### src/rtl/ram_scan_ctrl.sv
// Scans addresses 0..3 of a 2-bit RAM and packs the four data pairs into one byte.
// Optional RAM_SCAN_PARITY_EN adds word_par, the registered XOR of the word.
module ram_scan_ctrl #(
    parameter int unsigned SETTLE_CYCLES = 1
) (
    input  logic       clk,
    input  logic       rst_n,
    input  logic       start,
    output logic       a_1,
    output logic       a_0,
    input  logic       o_1,
    input  logic       o_0,
    output logic       busy,
    output logic [7:0] word,
    output logic       word_valid,
    input  logic       word_ready
`ifdef RAM_SCAN_PARITY_EN
    ,
    output logic       word_par
`endif
);

    typedef enum logic [1:0] {
        IDLE  = 2'd0,
        SCAN  = 2'd1,
        VALID = 2'd2
    } state_t;

    localparam logic [3:0] SETTLE_RELOAD = 4'(SETTLE_CYCLES - 1);

    state_t     state_q, state_d;
    logic [1:0] addr_q, addr_d;
    logic [3:0] settle_q, settle_d;
    logic [7:0] word_q, word_d;
    logic       par_q;

    always_ff @(posedge clk) begin
        if (!rst_n) begin
            state_q  <= IDLE;
            addr_q   <= 2'd0;
            settle_q <= 4'd0;
            word_q   <= 8'h00;
            par_q    <= 1'b0;
        end else begin
            state_q  <= state_d;
            addr_q   <= addr_d;
            settle_q <= settle_d;
            word_q   <= word_d;
            par_q    <= ^word_d;
        end
    end

    always_comb begin
        state_d  = state_q;
        addr_d   = addr_q;
        settle_d = settle_q;
        word_d   = word_q;
        case (state_q)
            IDLE: begin
                if (start) begin
                    state_d  = SCAN;
                    addr_d   = 2'd0;
                    settle_d = SETTLE_RELOAD;
                    word_d   = 8'h00;
                end
            end
            SCAN: begin
                // settle_q==0 marks the last cycle this address is held
                if (settle_q == 4'd0) begin
                    word_d[{addr_q, 1'b0} +: 2] = {o_1, o_0};
                    if (addr_q == 2'd3) begin
                        state_d = VALID;
                        addr_d  = 2'd0;
                    end else begin
                        addr_d   = addr_q + 2'd1;
                        settle_d = SETTLE_RELOAD;
                    end
                end else begin
                    settle_d = settle_q - 4'd1;
                end
            end
            VALID: begin
                if (word_ready) begin
                    state_d = IDLE;
                end
            end
            default: state_d = IDLE;
        endcase
    end

    assign {a_1, a_0}  = (state_q == SCAN) ? addr_q : 2'b00;
    assign busy        = (state_q != IDLE);
    assign word_valid  = (state_q == VALID);
    assign word        = word_q;
`ifdef RAM_SCAN_PARITY_EN
    assign word_par    = par_q;
`else
    logic unused_par;
    assign unused_par  = par_q;
`endif

endmodule

### config.mk
export PLATFORM = sky130hd
export DESIGN_NAME = ram_scan_ctrl
export DESIGN_NICKNAME = d
export VERILOG_FILES = /design/src/rtl/ram_scan_ctrl.sv
export SDC_FILE = /design/constraint.sdc
export NUM_CORES = 1
export LEC_CHECK = 0
export CAP_MARGIN = 20
export CORE_ASPECT_RATIO = 0.8
export CORE_MARGIN = 8
export CORE_UTILIZATION = 30
export DETAILED_ROUTE_END_ITERATION = 10
export PLACE_DENSITY = 0.52
export SYNTH_ARGS = -nofsm -noshare
export SYNTH_HDL_FRONTEND = slang
export SYNTH_SLANG_ARGS = --single-unit
### constraint.sdc
create_clock -name clk -period 1.79 [get_ports clk]
set_input_delay 0.358 -clock clk [delete_from_list [all_inputs] [get_ports clk]]
set_output_delay 0.358 -clock clk [all_outputs]
set_load 0.02 [all_outputs]
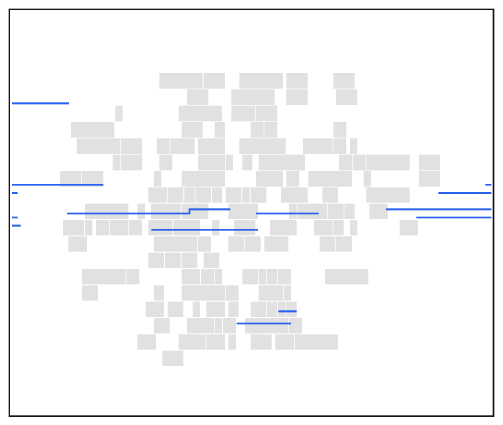
Figure 1: run 1, the metal 3 layer.
(6 px per um) Cells faint in the background.
12 nets have wire on it. The wires run mostly horizontal. The layer carries 132 um of wire.

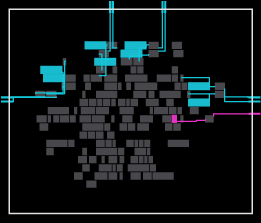
Figure 2: run 1, I/O nets highlighted.
(3 px per um)
Key: word = cyan [bits 8, direction output, end cells 8, wire 207 um]; a_1 = magenta [bits 1, direction output, end cells 1, wire 24.8 um]

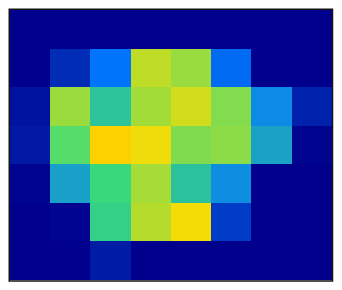
Figure 3: run 1, cell area per tile.
(4 px per um) 8 x 7 tiles, from dark blue (low) to red (high), 0 to 100% covered.
The fullest tile reaches 76%. The mean over all tiles is 23%. The emptiest ninth of the die: bottom right. The densest ninth of the die: middle. 46% of the tiles are nearly empty.

==> results.rst, run 1 <==
Implementation results
======================

.. list-table::
   :header-rows: 1

   * - Metric
     - Value
   * - Unrepaired setup endpoints after global routing
     - no
   * - Average instance area after synthesis
     - 9.408 sq um
   * - Dominant cell area share
     - 32.12%
   * - Power dissipated by switching net loads
     - 0.4183 mW
   * - Time the worst path needs with I/O delays and setup
     - 1.681 ns
   * - Number of buffers created by CTS
     - 3
   * - Layout Cells excl Fill
     - 174
   * - Antenna violation net count after detailed routing
     - 0
   * - Net Count, Synth
     - 120
   * - Power in combinational cells
     - 0.442 mW
   * - Number of vias after detailed routing
     - 889
   * - Switching portion of total power
     - 34.77%
   * - Portion of the post-synthesis area used by sequential elements
     - 32.12%
   * - Startpoint of the tightest hold check path
     - word[4]
   * - Worst r2r dst
     - word[7]
   * - Share of cell area taken by multi-input logic gates
     - 45.75%
   * - Post-synthesis cell type with the largest instance count
     - sky130_fd_sc_hd__dfxtp_1
   * - Simple-gate area share of the yosys netlist
     - 32.12%
   * - EDFF count, synth
     - 0
   * - Path class of the lowest-slack min-delay path
     - flip-flop to flip-flop
   * - Final Wtd Congestion
     - 0.8171
   * - Port bufs
     - 17
   * - Iteration-0 DRC count of the detailed router
     - 65
   * - Gate count after technology mapping
     - 106
   * - Bufs and invs on worst path
     - 1
   * - Relative contribution of the clock network to total power
     - 27.8%
   * - First-pass GRT wire length
     - 4353 um
   * - Die x size
     - 80.46 um
   * - Placeable core region
     - 3131 sq um
   * - Prevailing post-synth register cell
     - sky130_fd_sc_hd__dfxtp_1
   * - Overall fraction of global-route tracks in use
     - 10.37%
   * - Result of the run
     - finished clean
   * - Floorplan Utilization
     - 31.85%
   * - Prevailing logic family in the synthesized netlist
     - simple AND/OR/NAND/NOR gates
   * - CP Data Arrival Time
     - 1.88 ns
   * - H-Tree Depth
     - 1
   * - Xor+xnor area frac
     - 0.8783%
run 1: metal layers:
layer	GRT usage [%]	share of wire, %	wire [um]	vias to the layer above
met3	4.111	5.2	132	2
li1	-	-	-	444
met2	15.28	43	1111	17
met1	13.43	51	1300	426
met4	3.394	0.70	18	0
met5	0	0	0	-
run 1: flip-flops by register name, indices dropped and copies added, names as in the netlist:
| name | cells |
|---|---|
| state_q | 2 |
| word | 8 |
| addr_q | 2 |
| settle_q | 4 |
run 1: stage by stage:
step | utilization [%] | TNS [ns] | hold WS [ns]
after floorplan | - | 0 | 0.4523
after global placement | 40.69 | -0.1929 | 0.4541
after detailed placement | 40.69 | -0.1031 | 0.4678
after CTS | 42.29 | 0 | 0.4848
after global routing | 42.29 | 0 | 0.5074
final | 42.29 | 0 | 0.4765
## Run 2: what changed since run 1
Settings changed: SLEW_MARGIN from default to 20.
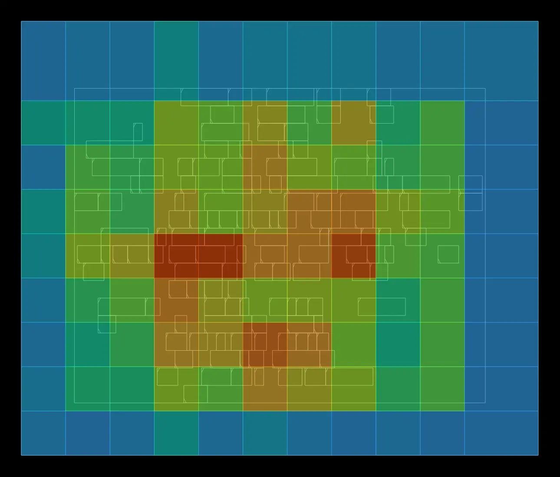
Figure 4: run 2, routing congestion.
routing usage on met3: 4.111%
met1 track demand over resource: 13.43%
core occupancy in the finished layout: 42.29%

==> run 2 against run 1 <==
- setup slack is the same
- cell count is the same
- count of clock-buffer cells in the layout is the same
- sequential power is essentially flat
- sequential cell count is the same
- register-to-register slack is essentially flat
- critical endpoint unchanged
==> results.rst, run 2 <==
Implementation results
======================

.. list-table::
   :header-rows: 1

   * - Metric
     - Value
   * - Result of the run
     - finished clean (unchanged)
   * - Switching portion of total power
     - 34.77% (unchanged)
   * - Path class of the lowest-slack min-delay path
     - flip-flop to flip-flop (unchanged)
   * - Prevailing logic family in the synthesized netlist
     - simple AND/OR/NAND/NOR gates (unchanged)
   * - Floorplan Utilization
     - 31.85% (unchanged)
   * - Final Wtd Congestion
     - 0.8171 (unchanged)
   * - Antenna violation net count after detailed routing
     - 0 (unchanged)
   * - Xor+xnor area frac
     - 0.8783% (unchanged)
   * - Startpoint of the tightest hold check path
     - word[4] (unchanged)
   * - Max FFs per register
     - 8 (unchanged)
   * - Power dissipated by switching net loads
     - 0.4183 mW (unchanged)
   * - Unrepaired setup endpoints after global routing
     - no (unchanged)
   * - Die x size
     - 80.46 um (unchanged)
   * - EDFF count, synth
     - 0 (unchanged)
   * - Net Count, Synth
     - 120 (unchanged)
   * - H-Tree Depth
     - 1 (unchanged)
   * - Total Negative Setup Slacks
     - 0 ns (unchanged)
   * - First-pass GRT wire length
     - 4353 um (unchanged)
   * - Simple-gate area share of the yosys netlist
     - 32.12% (unchanged)
   * - Prevailing post-synth register cell
     - sky130_fd_sc_hd__dfxtp_1 (unchanged)
   * - Number of vias after detailed routing
     - 889 (unchanged)
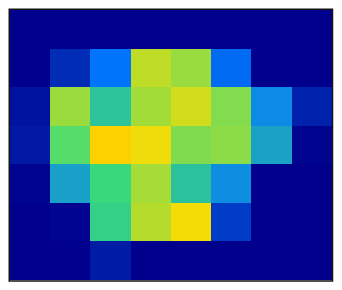
Figure 5: run 2, cell area per tile.
(4 px per um) 8 x 7 tiles, from dark blue (low) to red (high), 0 to 100% covered.
1.8% of the tiles are over 75% full. The densest ninth of the die: middle. The fullest tile reaches 76%. The mean over all tiles is 23%.

run 2: cell counts in the layout (fill, tap and decap cells not counted):
Identical to the previous run, type by type.
run 2: per-layer routing:
layer  wire length, um  track usage (%)  vias to the layer above
met5                 0                0                        -
met3               132            4.111                        2
met2              1111            15.28                       17
met1              1300            13.43                      426
li1                  -                -                      444
met4                18            3.394                        0
run 2: path summary, 6_finish.rpt:
kind              to  slack, ns  cells after the start
max          word[7]       0.11                      5
min reg2reg  word[4]       0.48                      2
max reg2reg  word[7]       0.11                      5
min          word[4]       0.48                      2
run 2: worst min-delay path, delay by kind of cell, from the launching register on:
family,cells,cell delay [ns]
DFF,1,0.32
and+or+nand+nor,1,0.06
muxes,1,0.06
Power and IR drop assume default switching activity.
